==> images/layer_met4.png <==
Cells faint in the background.
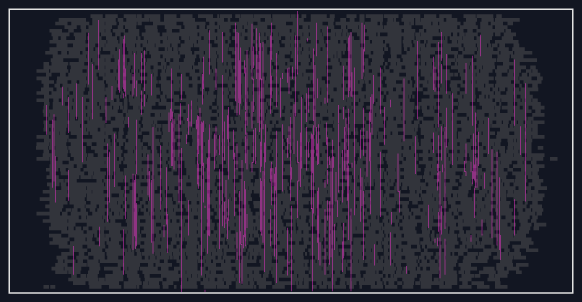
==> images/placement_by_type.png <==
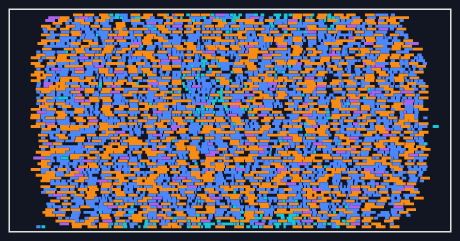
--- config.mk ---
export PLATFORM = sky130hd
export DESIGN_NAME = reg_file_2r1w
export DESIGN_NICKNAME = d
export VERILOG_FILES = /design/src/rtl/reg_file_2r1w.sv
export SDC_FILE = /design/constraint.sdc
export NUM_CORES = 2
export LEC_CHECK = 0
export CAP_MARGIN = 20
export CORE_ASPECT_RATIO = 0.5
export CORE_MARGIN = 1
export CORE_UTILIZATION = 65
export DETAILED_ROUTE_END_ITERATION = 7
export PLACE_DENSITY = 0.83
export SLEW_MARGIN = 20
export SYNTH_ARGS = -nofsm -noshare
export SYNTH_HDL_FRONTEND = slang
export SYNTH_SLANG_ARGS = --single-unit
--- constraint.sdc ---
create_clock -name clk -period 107.6 [get_ports clk]
set_input_delay 16.14 -clock clk [delete_from_list [all_inputs] [get_ports clk]]
set_output_delay 16.14 -clock clk [all_outputs]
set_load 0.05 [all_outputs]
--- src/rtl/reg_file_2r1w.sv ---
// reg_file_2r1w: 32x32 register file with one write port and two registered read ports.
// Register 0 reads as zero; BYPASS selects write-first or read-first on an address collision.
module reg_file_2r1w #(
  parameter int DATA_W = 32,
  parameter int ADDR_W = 5,
  parameter int BYPASS = 1
) (
  input  logic              clk,
  input  logic              rst,
  input  logic              we,
  input  logic [ADDR_W-1:0] wa,
  input  logic [DATA_W-1:0] d,
  input  logic              re1,
  input  logic [ADDR_W-1:0] ra1,
  output logic [DATA_W-1:0] q1,
  output logic              v1,
  input  logic              re2,
  input  logic [ADDR_W-1:0] ra2,
  output logic [DATA_W-1:0] q2,
  output logic              v2
);
  localparam int DEPTH = 2 ** ADDR_W;
  logic [DATA_W-1:0] regs_q [DEPTH];
  logic [DATA_W-1:0] regs_d [DEPTH];
  logic [DEPTH-1:0]  wen;
  logic [DATA_W-1:0] q1_d, q1_q, q2_d, q2_q;
  logic              v1_d, v1_q, v2_d, v2_q;
  logic              byp1, byp2;
  always_comb begin
    wen = '0;
    wen[wa] = we;
    wen[0] = 1'b0;
    for (int i = 0; i < DEPTH; i++) regs_d[i] = wen[i] ? d : regs_q[i];
    byp1 = (BYPASS != 0) && we && (wa == ra1);
    byp2 = (BYPASS != 0) && we && (wa == ra2);
    q1_d = !re1 ? q1_q : (ra1 == '0) ? '0 : byp1 ? d : regs_q[ra1];
    q2_d = !re2 ? q2_q : (ra2 == '0) ? '0 : byp2 ? d : regs_q[ra2];
    v1_d = re1;
    v2_d = re2;
  end
  always_ff @(posedge clk or posedge rst) begin
    if (rst) begin
      for (int i = 0; i < DEPTH; i++) regs_q[i] <= '0;
      q1_q <= '0;
      q2_q <= '0;
      v1_q <= 1'b0;
      v2_q <= 1'b0;
    end else begin
      regs_q <= regs_d;
      q1_q <= q1_d;
      q2_q <= q2_d;
      v1_q <= v1_d;
      v2_q <= v2_d;
    end
  end
  assign q1 = q1_q;
  assign q2 = q2_q;
  assign v1 = v1_q;
  assign v2 = v2_q;
endmodule

==> impl_metrics.toml <==
# physical design summary
[setup_path]
start_kind = "input pin"
endpoint_kind = "async pin"
max_stage_delay_ns = 0.87
path_depth = 6
critPathKind = "in -> async"
crit_required_ns = 108.35
crit_path_top_delay_cell = "buf_4"
cp.arrival_ns = 20.64
r2r-end = "q1[24]"
crit_buf_inv = 6
critPathMaxFanout = 155
r2r_cells = 4

[global_routing]
grt.total_usage_pct = 41.0
grt_max_degree = 199
overflow = 0
grt_pass1_vias = 39300
grt_antenna_before_repair = 11

[timing]
hold_viol_final = 0
post-route-period-util_pct = 18.5
fmax_ghz = 0.0503
final_max_slew_viol_count = 0
rsz0062_at_grt = "false"
fin_crit_ns = 19.88
worst_pin_slew_ns = 1.22
relSlewSlack_pct = 18.2

[layout]
comb_area_mm2 = 0.0278
fillerInstances = 5245
seq_area_mm2 = 0.0265
layout.nets = 3814
areaGrowthSynthToFinish_pct = 8.01
drive_gt1_share_pct = 47.9

[route]
wire_per_inst_um = 35.4
drc = 0
post_drt_via_cell_ratio = 7.74
wirelength_mm = 177
drt_iter0_markers = 6092

[die]
pin_count = 118
num_rows = 75
die_x_um = 418
core_mm2 = 0.0847
chip_area_mm2 = 0.0877

[place]
routabilityCongestion = 0.901
portBuffers = 117

[power]
power_frac_seq_pct = 47.1
intPower_mw = 0.808
p_leak_nw = 25.8
ir_worst_vdd_v = 0.0000125
pwr-share-clk_pct = 30.7
switchingPower_mw = 0.331

[min_path]
min_path_type = "reg -> reg"
min_from = "regs_q[83]"
holdPathEnd = "regs_q[83]"
hold_depth = 1

[cts]
clockBufferDepth = 3
cts_resized = 0
cts.sinks = 1058
clkTransAtPathRegs_ns = 0.07
hold_buffers = 0
cts_max_level = 3
cts_tree = "done"
clk_latency_ns = 0.73

[job]
max_cap_viol_count = 0

[logic_synthesis]
ff_type = "dfrtp_1"
synth_area_mm2 = 0.0562
netlist_top_cells_area = "dfrtp_1 47%, mux2_2 22%, mux4_2 16%, mux2i_1 1.4%, clkbuf_1 1.1%"
ys_seq_share_pct = 47.1
syn_inst = 3873
syn_nets = 3925
synth.top_cell.area_share_pct = 47.1
yosysChipArea_mm2 = 0.0562
yosys_cells = 3873
synth.distinct_cells = 51
syn_area_per_cell_um2 = 14.5

[run_status]
status = "finished clean"
Notes on layer_met4.png above:
- main direction: vertical
- wire length on this layer: 9590 um

Notes on placement_by_type.png above:
- combinational and other logic: blue (cells 2401)
- clock drivers and dummy loads: purple (cells 173)
- other buffers and delay cells: cyan (cells 208)
- flops: orange (cells 1058)

[routing by layer]
metal	track usage [%]	wire length [um]	up-vias	part of all wire, %
li1	-	-	14800	-
met4	20.7	9590	10	5.4
met2	57.7	76300	3001	43
met3	14.6	24700	670	14
met5	0.0547	65	-	0.037
met1	56.7	66400	20300	37
[area by class of cell]
class,count,area share [%]
sequential,1058,43.6
tap,1155,2.38
clock buffer,144,4.68
timing repair buffer,208,2.99
antenna,11,0.0453
clock inverter,29,0.445
inverter,4,0.0392
multi-input combinational,2397,45.8
[cell families (layout without fill, tap and decap cells)]
group / after synthesis / in the layout / synth area share (%)
other: 0 / 11 / 0
xor gates and xnor gates: 10 / 10 / 0.156
muxes: 1600 / 1600 / 40.1
AOI/OAI and AO/OA: 437 / 437 / 5.71
buffers and inverters: 418 / 385 / 3.83
and+or+nand+nor: 350 / 350 / 3.15
DFF: 1058 / 1058 / 47.1
[sequential cells by signal, indices dropped and copies added (netlist names)]
register  cells
q2           32
v2            1
q1           32
v1            1
regs_q      992
[stage by stage]
stage	instances	hold WS, ns	power [mW]	area, um^2	setup slack, ns
6_report	5006	0.523	1.14	60700	87.72
3_3_place_gp	4819	0.499	0.770	57600	86.76
4_1_cts	4992	0.524	1.13	60700	87.38
2_1_floorplan	3873	0.488	0.717	56200	61.68
3_5_place_dp	4819	0.510	0.787	57600	86.64
5_1_grt	5001	0.539	1.17	60700	87.13
[layout by cell type, fill, tap and decap left out, drive strengths merged, types with 2 or more instances in the layout]
| cell | count |
|---|---|
| mux2 | 1117 |
| dfrtp | 1058 |
| mux4 | 405 |
| clkbuf | 144 |
| buf | 124 |
| nor2b | 95 |
| nand2 | 93 |
| clkdlybuf4s50 | 84 |
| o22ai | 81 |
| mux2i | 78 |
| a211oi | 57 |
| nor3 | 54 |
| a22oi | 45 |
| a21oi | 44 |
| a221oi | 43 |
| nor2 | 42 |
| a22o | 30 |
| o21ai | 29 |
| nand3 | 28 |
| o41ai | 27 |
| a32oi | 24 |
| clkinv | 20 |
| o311ai | 17 |
| diode | 11 |
| xnor2 | 10 |
| o211ai | 9 |
| nand4 | 8 |
| a211o | 8 |
| a2bb2oi | 8 |
| inv | 8 |
| a311oi | 7 |
| and3 | 6 |
| o31ai | 5 |
| nand2b | 5 |
| nand3b | 4 |
| or2 | 4 |
| nor3b | 4 |
| bufinv | 4 |
| and2 | 2 |
| nor4 | 2 |
[power groups by stage]
stage,logic [mW],clock network (mW),registers [mW]
finish,0.253,0.350,0.537
global route,0.266,0.365,0.544
CTS,0.250,0.349,0.533
detailed placement,0.248,0,0.539
global placement,0.240,0,0.530
floorplan,0.183,0,0.533
[worst max path at each step]
stage,start,endpoint,slack (ns)
floorplan,rst,q1[0],61.68
global placement,rst,regs_q[600],86.76
detailed placement,rst,regs_q[218],86.64
CTS,rst,regs_q[524],87.38
global route,rst,regs_q[631],87.13
finish,rst,regs_q[725],87.72
Power and IR drop assume default switching activity.
